run_1/layer_met1.png
Drawn at 4 px/µm.
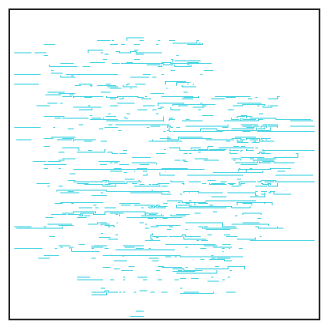
run_1/detail.png
Region (45, 45) to (70, 70) µm. Cells in grey, sequential cells in the stronger grey; small squares are vias.
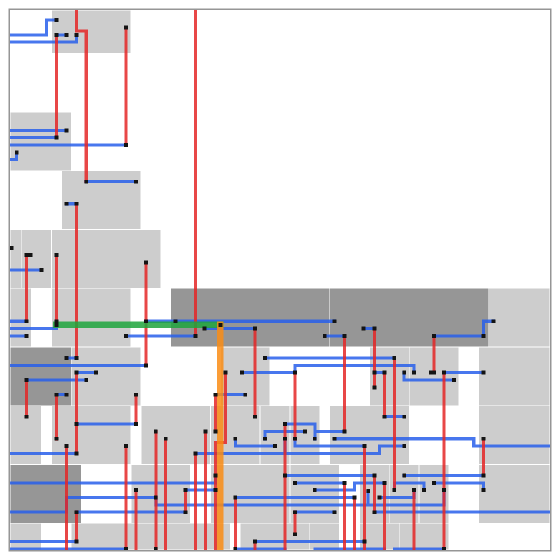
run_1/flops_by_reg.png
Drawn at 6 px/µm. Other sequential cells in the stronger grey, the rest of the logic in the fainter grey.
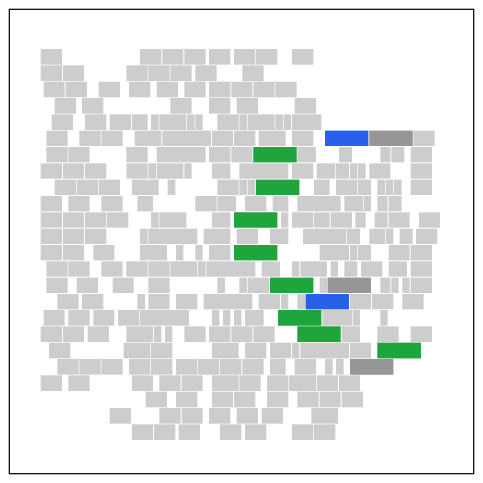
**config.mk**
```make
export PLATFORM = sky130hd
export DESIGN_NAME = logic_op_arbiter
export DESIGN_NICKNAME = d
export VERILOG_FILES = /design/src/rtl/logic_op_arbiter_pkg.sv /design/src/rtl/logic_op_unit.sv /design/src/rtl/logic_op_arbiter.sv
export SDC_FILE = /design/constraint.sdc
export NUM_CORES = 1
export LEC_CHECK = 0
export CAP_MARGIN = 30
export CORE_MARGIN = 5
export CORE_UTILIZATION = 40
export DETAILED_ROUTE_END_ITERATION = 8
export PLACE_DENSITY = 0.88
export SYNTH_ARGS = -nofsm -noshare
export SYNTH_HDL_FRONTEND = slang
export SYNTH_HIERARCHICAL = 1
export SYNTH_SLANG_ARGS = --single-unit
```
**constraint.sdc**
```tcl
create_clock -name clk -period 3.51 [get_ports clk]
set_input_delay 0.351 -clock clk [delete_from_list [all_inputs] [get_ports clk]]
set_output_delay 0.351 -clock clk [all_outputs]
set_load 0.01 [all_outputs]
```
**src/rtl/logic_op_arbiter_pkg.sv**
```systemverilog
// Shared constants for the logic-op arbiter: opcode encodings, field widths
// and the result-slot state type.
package logic_op_arbiter_pkg;

   localparam int OP_W    = 3;
   localparam int STATS_W = 16;

   localparam logic [OP_W-1:0] OP_BUF  = 3'd0;
   localparam logic [OP_W-1:0] OP_NOT  = 3'd1;
   localparam logic [OP_W-1:0] OP_AND  = 3'd2;
   localparam logic [OP_W-1:0] OP_NAND = 3'd3;
   localparam logic [OP_W-1:0] OP_OR   = 3'd4;
   localparam logic [OP_W-1:0] OP_NOR  = 3'd5;
   localparam logic [OP_W-1:0] OP_XOR  = 3'd6;
   localparam logic [OP_W-1:0] OP_XNOR = 3'd7;

   typedef enum logic {
      ST_EMPTY = 1'b0,
      ST_FULL  = 1'b1
   } state_e;

endpackage

```
**src/rtl/logic_op_unit.sv**
```systemverilog
// Purely combinational W-bit bitwise logic unit selected by a 3-bit opcode.
module logic_op_unit
   import logic_op_arbiter_pkg::*;
#(
   parameter int W = 8
) (
   input  logic [OP_W-1:0] op,
   input  logic [W-1:0]    a,
   input  logic [W-1:0]    b,
   output logic [W-1:0]    y
);

   // NOTE: default assignment first so no path through the case can infer a latch.
   always_comb begin
      y = '0;
      case (op)
         OP_BUF:  y = a;
         OP_NOT:  y = ~a;
         OP_AND:  y = a & b;
         OP_NAND: y = ~(a & b);
         OP_OR:   y = a | b;
         OP_NOR:  y = ~(a | b);
         OP_XOR:  y = a ^ b;
         OP_XNOR: y = ~(a ^ b);
         default: y = a;
      endcase
   end

endmodule

```
**src/rtl/logic_op_arbiter.sv**
```systemverilog
// Round-robin arbiter sharing one logic_op_unit among N requesters, with one
// registered result slot. Optional LOGIC_ARB_STATS_EN adds a saturating rsp_count.
module logic_op_arbiter
   import logic_op_arbiter_pkg::*;
#(
   parameter int N   = 4,
   parameter int W   = 8,
   parameter int IDW = 2
) (
   input  logic              clk,
   input  logic              rst,
   input  logic [N-1:0]      req_valid,
   output logic [N-1:0]      req_ready,
   input  logic [OP_W*N-1:0] req_op,
   input  logic [W*N-1:0]    req_a,
   input  logic [W*N-1:0]    req_b,
   output logic              rsp_valid,
   input  logic              rsp_ready,
   output logic [W-1:0]      rsp_data,
   output logic [IDW-1:0]    rsp_id
`ifdef LOGIC_ARB_STATS_EN
   ,
   output logic [STATS_W-1:0] rsp_count
`endif
);

   localparam logic [IDW:0]   N_EXT    = (IDW+1)'(N);
   localparam logic [IDW-1:0] LAST_IDX = IDW'(N - 1);

   state_e          state_q, state_d;
   logic [IDW-1:0]  ptr_q, ptr_next;
   logic [W-1:0]    data_q;
   logic [IDW-1:0]  id_q;

   logic            slot_free, gnt_found, accept;
   logic [IDW-1:0]  gnt_idx;
   logic [IDW:0]    scan_sum;
   logic [IDW-1:0]  scan_idx;
   logic [OP_W-1:0] sel_op;
   logic [W-1:0]    sel_a, sel_b, unit_y;

   assign slot_free = (state_q == ST_EMPTY) || rsp_ready;

   // Scan upward from the pointer, wrapping at N; the first valid requester wins.
   always_comb begin
      gnt_found = 1'b0;
      gnt_idx   = '0;
      scan_sum  = '0;
      scan_idx  = '0;
      for (int i = 0; i < N; i++) begin
         scan_sum = {1'b0, ptr_q} + (IDW+1)'(i);
         if (scan_sum >= N_EXT) scan_sum = scan_sum - N_EXT;
         scan_idx = scan_sum[IDW-1:0];
         if (!gnt_found && req_valid[scan_idx]) begin
            gnt_found = 1'b1;
            gnt_idx   = scan_idx;
         end
      end
   end

   assign accept    = slot_free && gnt_found;
   assign req_ready = accept ? (N'(1) << gnt_idx) : '0;
   assign ptr_next  = (gnt_idx == LAST_IDX) ? '0 : gnt_idx + 1'b1;

   assign sel_op = req_op[gnt_idx*OP_W +: OP_W];
   assign sel_a  = req_a[gnt_idx*W +: W];
   assign sel_b  = req_b[gnt_idx*W +: W];

   logic_op_unit #(.W(W)) u_op_unit (
      .op (sel_op),
      .a  (sel_a),
      .b  (sel_b),
      .y  (unit_y)
   );

   // NOTE: sequential state uses non-blocking assignments so every flop samples pre-edge values.
   always_ff @(posedge clk) begin
      if (rst) begin
         state_q <= ST_EMPTY;
         ptr_q   <= '0;
         data_q  <= '0;
         id_q    <= '0;
      end else begin
         state_q <= state_d;
         if (accept) begin
            data_q <= unit_y;
            id_q   <= gnt_idx;
            ptr_q  <= ptr_next;
         end
      end
   end

   always_comb begin
      state_d = state_q;
      case (state_q)
         ST_EMPTY: if (accept) state_d = ST_FULL;
         ST_FULL:  if (rsp_ready && !accept) state_d = ST_EMPTY;
         default:  state_d = ST_EMPTY;
      endcase
   end

   always_comb begin
      rsp_valid = (state_q == ST_FULL);
      rsp_data  = data_q;
      rsp_id    = id_q;
   end

`ifdef LOGIC_ARB_STATS_EN
   logic [STATS_W-1:0] count_q;

   always_ff @(posedge clk) begin
      if (rst) begin
         count_q <= '0;
      end else if (rsp_valid && rsp_ready && (count_q != '1)) begin
         count_q <= count_q + 1'b1;
      end
   end

   assign rsp_count = count_q;
`endif

endmodule

```
==> summary.txt, run 1 <==
Implementation numbers.

- The flow ran to the end, and the final reports show no timing, DRC or antenna violations.
- The final total negative setup slack is 0 ns.
- The post-route minimum period is 3.15 ns.
- In this run, the number of DRC markers left after iteration 0 of detailed routing was 68.
- The clock root buffer is clkbuf_8.
- The number of flip-flops and latches in the synthesized netlist is 13.
- Sorting the synthesized cells by area gives the leading types as mux2i_1 37%, dfxtp_1 14%, ha_1 11%.
- The post-synthesis instance area is 1800 µm².
- The largest net degree at the start of global routing is 33.
- Pin placement for this block handled 98 I/O pins.
- The data arrival at the endpoint of the critical path is 3.26 ns.
- The endpoint of the most critical register-to-register path reads rsp_data[5].
- The via count of the first global-routing pass reads 1673.
- The max-capacitance violation count reads 0.
- Setup repair after global routing left no endpoint under its margin.
- The starting density of the core reads 41.4%.
- The Yosys warning count is 6.
- The total die size reads 5950 µm².
- The total length of routed wires is 4680 µm.
- The slew at the pin with the worst max-slew slack is 0.580 ns.
- The first global-routing pass estimated 7580 µm of wire.
- The total setup violations reported at the end of the flow is 0.
- The wire length per cell reads 13.9 µm.
- The timing report gives the clock slew at the launch and capture registers of the worst setup and hold paths as 0.05 ns.
- The synth_stat.txt file lists the number of cells as 188.
- The critical path class reads input port to flip-flop.
- The number of antenna violations at the first check in global routing is 0.
- Of the total synthesized cell area, the portion taken by XOR and XNOR cells is 4.37%.
- In the final report, the number of hold violations comes to 0.
- Total power normalized to cell area comes to 387 nW/µm².
- The number of nets produced by synthesis reads 287.
- STA classifies the critical path endpoint as a flip-flop.
- The simple logic cell fraction of the synthesized area is 6.45%.
- The netlist uses 26 different library cells.
- The timing report gives the worst reg2reg path a setup slack of 0.63 ns.
- The stat command in Yosys gives a chip area of 1800 µm².
- The fraction of final layout cells with drive strength greater than 1 reads 7.75%.
- The maximum fanout count along the critical path reads 32.
- The area share of the largest cell type after synthesis is 36.6%.
- The number of slew-limit violations in the final report reads 0.
- The area of the core reads 4350 µm².
- The area growth from synthesis to layout is 57.5%.
- Cells fill 65.3% of the core in the end.
- The report puts the cell count of the worst reg-to-reg path at 12.
- The floorplan step set the die width to 77.2 µm.
- In the routed design, unresolved DRC markers number 0.
- Per the GRT congestion report, total overflow comes to 0.
- After synthesis, the largest family of logic cells by area is multiplexers.
- The total tool warning count reads 34.
- The number of antenna-violating nets in the routed design reads 0.
- The final critical-path share of the clock period is 89.8%.
- VDD sags by at most 151 µV.
- After clock tree synthesis, the flow added hold-fix buffers numbering 0.
- In the per-layer breakdown of the detailed-route log, met1 shows 1820 µm.
- In this run the static leakage power is 1.39 nW.
- After legalization and detailed placement, the total HPWL measured 4020 µm.
- The highest clock frequency the design can meet is 317 MHz.
- The capture point of the worst path reads rsp_data[5].
- The worst relative slew slack reads 61.3%.
- The largest clock skew in the final design is 0.00296 ns.
- The length of routed met3 wiring is 385 µm.
- TritonCTS built the clock tree.
About layer_met1.png:
- main direction: horizontal
- wire length on this layer: 1820 µm
- longest straight run: 32.7 µm

About detail.png:
- metal 2: red
- metal 1: blue
- metal 4: orange
- metal 3: green
- cells with their middle in the window: 28
- netlist names of flops here include: ptr_q (1), rsp_id (1)
- sequential cells in the window: 2
- most frequent: clkdlybuf4s50_1 (8), nor2_1 (4), mux2i_1 (3)

About flops_by_reg.png:
- ptr_q: blue (flops 2)
- rsp_data: green (flops 8; where middle)
- not coloured: 3

[run 1: critical path: stages]
cell,delay (ns)
clkdlybuf4s50_1,0.55
nand2b_1,0.13
a21oi_1,0.07
a211o_2,0.34
buf_12,0.19
mux2i_1,0.13
mux2i_1,0.24
inv_1,0.07
ha_1,0.29
mux4_2,0.50
xor2_1,0.18
mux2i_1,0.15
nor2_1,0.05
[run 1: area by class of cell]
cell class	count	area (µm²)
Clock buffer	4	45.0
Fill cell	364	1510
Inverter	28	105
Multi-Input combinational cell	134	1310
Sequential cell	13	260
Tap cell	52	65.1
Timing Repair Buffer	105	1060
[run 1: metal layers]
| metal | vias up | track usage [%] |
|---|---|---|
| met3 | 7 | 4.80 |
| li1 | 842 | - |
| met2 | 66 | 27.9 |
| met4 | 0 | 4.30 |
| met1 | 747 | 16.9 |
| met5 | - | 0 |
[run 1: worst min-delay path by stage]
stage / start / end / slack, ns / cells past startpoint
after floorplan: rst / ptr_q[1] / 0.42 / 1
after global placement: rsp_id[0] / rsp_id[0] / 0.46 / 2
after detailed placement: rsp_id[0] / rsp_id[0] / 0.46 / 2
after CTS: rsp_id[0] / rsp_id[0] / 0.47 / 2
after global routing: rsp_id[0] / rsp_id[0] / 0.51 / 2
final: rsp_id[0] / rsp_id[0] / 0.47 / 2
[run 1: kinds of logic (layout without fill, tap and decap cells)]
| kind of cell | Yosys count | after routing |
|---|---|---|
| multiplexers | 74 | 74 |
| buffers and inverters | 41 | 137 |
| AND/OR/NAND/NOR | 25 | 25 |
| adder cells (fa/ha/maj) | 16 | 16 |
| flip-flops | 13 | 13 |
| AND-OR/OR-AND | 10 | 10 |
| XOR/XNOR | 9 | 9 |
[run 1: metrics by stage]
step / hold WS, ns / cell area [µm²] / instances / power (mW) / setup slack [ns]
6_report: 0.468 / 2840 / 336 / 1.10 / 0.358
5_1_grt: 0.508 / 2840 / 336 / 1.19 / 0.195
4_1_cts: 0.470 / 2840 / 336 / 1.11 / 0.357
3_5_place_dp: 0.460 / 2800 / 332 / 0.974 / 0.141
3_3_place_gp: 0.459 / 2800 / 332 / 0.941 / 0.233
2_1_floorplan: 0.416 / 1800 / 188 / 0.722 / 0.825
[run 1: synth_stat cells, drive strengths merged]
cell     n
and3     2
xor2     9
mux2i   66
a21o     1
o22a     1
mux4     8
a211o    1
nor4     1
clkbuf   2
and2     1
ha      16
nand2    1
nand2b   4
a211oi   1
nor2    15
dfxtp   13
buf     11
inv     28
a21oi    5
o22ai    1
nor2b    1
[run 1: where the power goes]
| group | total, mW | switching [mW] | internal [mW] |
|---|---|---|---|
| Clock | 0.133 | 0.0528 | 0.0802 |
| Sequential | 0.217 | 0.0277 | 0.189 |
| Combinational | 0.751 | 0.320 | 0.432 |
| Total | 1.10 | 0.400 | 0.701 |
[run 1: registers in the layout (all words and copies together) (netlist names)]
| register | count |
|---|---|
| rsp_data | 8 |
| ptr_q | 2 |
| rsp_id | 2 |
| rsp_valid | 1 |
--- run 2 (diff from run 1) ---
- PLACE_DENSITY: 0.88 -> 0.82
==> summary.txt, run 2 <==
Implementation numbers.

- The largest clock skew in the final design was 0.00562 ns (+0.00266 ns).
- In this run the most critical hold path is launched from rsp_id[0].
- The total length of routed wires reads 4700 µm (+0.43%).
- The post-route minimum period was 3.15 ns (-0.00362 ns).
- The most common cell in the synthesized netlist is mux2i_1.
- The fraction of final layout cells with drive strength greater than 1 is 7.77% (+0.027 points).
- The number of antenna-violating nets in the routed design was 0 (unchanged).
- The xor/xnor share of the synthesized area came to 4.37% (unchanged).
- The net switching share of the total power is 36.7% (+0.33 points).
- The clock root buffer is clkbuf_8.
- The Yosys warning count reads 6 (unchanged).
- The number of slew-limit violations in the final report is 0 (unchanged).
- The number of detailed-routing iterations run before antenna repair reads 4.
- The final critical-path share of the clock period reads 89.7% (-0.10 points).
- The cell internal power dissipation reads 0.697 mW (-0.59%).
- The register-to-register setup slack reads 0.62 ns (about the same).
- Setup repair after global routing left no endpoint under its margin.
- The part of the power in the clock network reads 12.4% (+0.3 points).
- The number of antenna violations at the first check in global routing reads 0 (unchanged).
- The cell repeated most along the worst path reads mux2i_1.
- The detailed placement HPWL reads 3970 µm (-1.4%).
- The number of hold-repair buffers added at the cts stage is 0 (unchanged).
- The simple logic cell fraction of the synthesized area was 6.45% (unchanged).
- The total setup violations reported at the end of the flow reads 0 (unchanged).
- The report lists the cells along the critical path as clkdlybuf4s50_1 > nand2b_1 > a21oi_1 > a211o_2 > buf_12 > mux2i_1 > mux2i_1 > inv_1 > ha_1 > mux4_2 > xor2_1 > mux2i_1 > nor2_1.
- The TritonCTS clock tree is built.
- The total I/O pin count reads 98 (unchanged).
- STA classifies the critical path endpoint as a flip-flop.
- The sequential share of power is 19.6% (about the same).
- The clock transition at the registers of the reported paths reads 0.06 ns (about the same).
- The instance count along the most critical hold path is 2 (unchanged).
- The endpoint of the worst hold path is reported as rsp_id[0].
- The area growth from synthesis to layout is 57.1%.
- The largest voltage drop on the vdd net is 159 µV (+5.7%).
- The area share of the largest cell type after synthesis came to 36.6% (unchanged).
- The total overflow reported by the global router came to 0 (unchanged).
- The number of nets produced by synthesis is 287 (unchanged).
- The worst relative slew slack is 35.5% (-26 points).
- The data arrival at the endpoint of the critical path reads 3.26 ns (about the same).
- The horizontal extent of the die reads 77.2 µm (unchanged).
- The slew at the pin with the worst max-slew slack reads 0.967 ns (+0.387 ns).
- The via count of the first global-routing pass reads 1744 (+4.2%).
- The largest stage delay on the critical path came to 0.54 ns (about the same).
- The number of cells in the yosys synthesis report reads 188 (unchanged).
- The post-synth tally of flip-flops with integrated enable is 0 (unchanged).
- The path depth of the worst reg2reg path was 12 (unchanged).
- The final total negative setup slack reads 0 ns (unchanged).
- The total buffers and inverters traversed by the critical path reads 3 (unchanged).
- The max-capacitance violation count is 0 (unchanged).
- The number of flip-flops and latches in the synthesized netlist reads 13 (unchanged).
- The number of inserted filler cells in the final layout came to 395 (+8.5%).
- The fraction of registers with async set/reset reads 0% (unchanged).
- The maximum fanout count along the critical path was 28 (-13%).
- The post-synthesis instance area is 1800 µm² (unchanged).
- The power density relative to cell area came to 388 nW/µm² (+0.14%).
- On the critical path the largest part of the delay comes from multiplexers.
- The area of the core reads 4350 µm² (unchanged).
- In the synthesized netlist, the dominant kind of combinational cell is multiplexers.
- Yosys attributes the largest share of cell area to mux2i_1 37%, dfxtp_1 14%, ha_1 11%.
- The number of distinct library cells after synthesis is 26 (unchanged).
- The wire length per cell is 14.0 µm (+0.73%).
- The wire length of the first global-routing pass is 7610 µm (+0.45%).
- The part of the power in combinational logic was 68.0% (-0.2 points).
- The highest clock frequency the design can meet reads 318 MHz (+0.12%).
- The total die size is 5950 µm² (unchanged).
- The flow ran to the end, and the final reports show no timing, DRC or antenna violations.
- The power spent charging and discharging nets was 0.403 mW (+0.82%).
- The remaining design rule violation count reads 0 (unchanged).
- The largest net degree at the start of global routing reads 29 (-12%).
- The highest-delay cell along the critical path reads clkdlybuf4s50_1.
- The critical path class reads input port to flip-flop.
- The number of violations reported at the end of detailed-routing iteration 0 is 69 (+1.5%).
- The dominant register cell reads dfxtp_1.
- The endpoint of the most critical register-to-register path reads rsp_data[0].
run 2: cell types whose count changed in the layout (fill, tap and decap cells not counted):
cell,previous run,this run
buf_4,6,5
clkbuf_1,1,0
clkinv_2,0,1
run 2: worst max-delay path by stage:
| stage | start | end | slack [ns] | cells past startpoint |
|---|---|---|---|---|
| 4_1_cts | req_valid[1] | rsp_data[0] | 0.35 | 13 |
| 5_1_grt | req_valid[1] | rsp_data[7] | 0.18 | 13 |
| 6_report | req_valid[1] | rsp_data[0] | 0.36 | 13 |
| 2_1_floorplan | req_valid[0] | rsp_data[0] | 0.83 | 12 |
| 3_5_place_dp | req_valid[1] | rsp_data[0] | 0.1 | 13 |
| 3_3_place_gp | req_valid[1] | rsp_data[0] | 0.16 | 13 |
run 2: per-stage QoR:
stage          utilization (%)  power, mW  instances  cell area (µm²)  worst slack (ns)
2_1_floorplan                -      0.722        188             1800             0.825
3_3_place_gp              63.9      0.940        330             2780             0.161
3_5_place_dp              64.1      0.977        331             2790            0.0959
4_1_cts                   65.1       1.12        335             2840             0.345
5_1_grt                   65.1       1.20        335             2840             0.179
6_report                  65.1       1.10        335             2840             0.362
run 2: final cells by class:
| cell class | count | area (µm²) | share of cell area (%) |
|---|---|---|---|
| inverter | 28 | 105 | 3.71 |
| clock buffer | 3 | 41.3 | 1.46 |
| clock inverter | 1 | 5.00 | 0.177 |
| tap | 52 | 65.1 | 2.29 |
| timing repair buffer | 104 | 1050 | 37.0 |
| multi-input combinational | 134 | 1310 | 46.2 |
| sequential | 13 | 260 | 9.18 |
run 2: metal layers:
layer / vias up / track usage (%) / share of wire [%]
met5: - / 0 / 0
met4: 0 / 3.78 / 0.83
met3: 6 / 3.86 / 8.1
met2: 60 / 28.7 / 53
met1: 765 / 16.9 / 38
li1: 834 / - / -
run 2: worst min-delay path: stages (launching register included):
cell      delay (ns)
dfxtp_1         0.31
nand2b_1        0.06
a21oi_1         0.06
run 2: power groups by stage:
stage                     Sequential (mW)  Combinational, mW  Clock [mW]
final                               0.215              0.748       0.137
after global routing                0.220              0.832       0.146
after CTS                           0.215              0.763       0.139
after detailed placement            0.217              0.761           0
after global placement              0.216              0.724           0
after floorplan                     0.230              0.492           0
run 2: kinds of logic after synthesis:
| logic type | after synthesis |
|---|---|
| xor gates and xnor gates | 9 |
| adders and majority gates | 16 |
| DFF | 13 |
| muxes | 74 |
| AOI/OAI and AO/OA | 10 |
| and+or+nand+nor | 25 |
| buffers and inverters | 41 |
run_2/detail.png
Region (45, 45) to (70, 70) µm. Cells in grey, sequential cells in the stronger grey; small squares are vias.
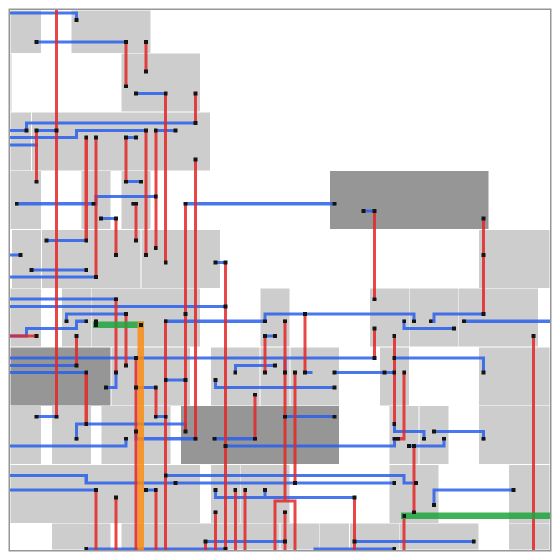
- metal 1: blue
- metal 2: red
- metal 4: orange
- metal 3: green
- most frequent: nor2_1 (6), clkdlybuf4s50_1 (6), inv_1 (4)
- cells with their middle in the window: 35
- sequential cells in the window: 3

run_2/flops_by_reg.png
Drawn at 6 px/µm. Other sequential cells in the stronger grey, the rest of the logic in the fainter grey.
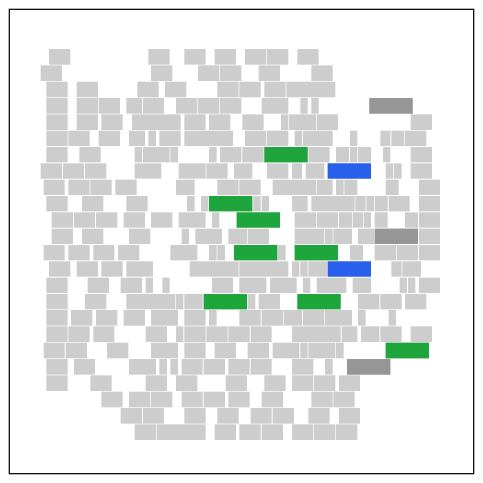
- rsp_data: green (flops 8; where middle)
- ptr_q: blue (flops 2)
- not coloured: 3
Core Util, Final: 65.1%
share of cell area taken by flip-flops and latches: 9.18%
power drawn by the sequential cells: 0.215 mW

run_2/layer_met1.png
Drawn at 4 px/µm.
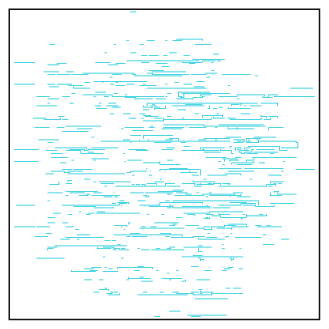
- nets with wire on the layer: 327
- main direction: horizontal
- share of all routed wire: 38%
- longest straight run: 32.2 µm
- wire length on this layer: 1800 µm
met1 usage in global routing: 16.9%
via count: 1665

Power figures rest on the tool's default switching activity, not on a simulated workload.
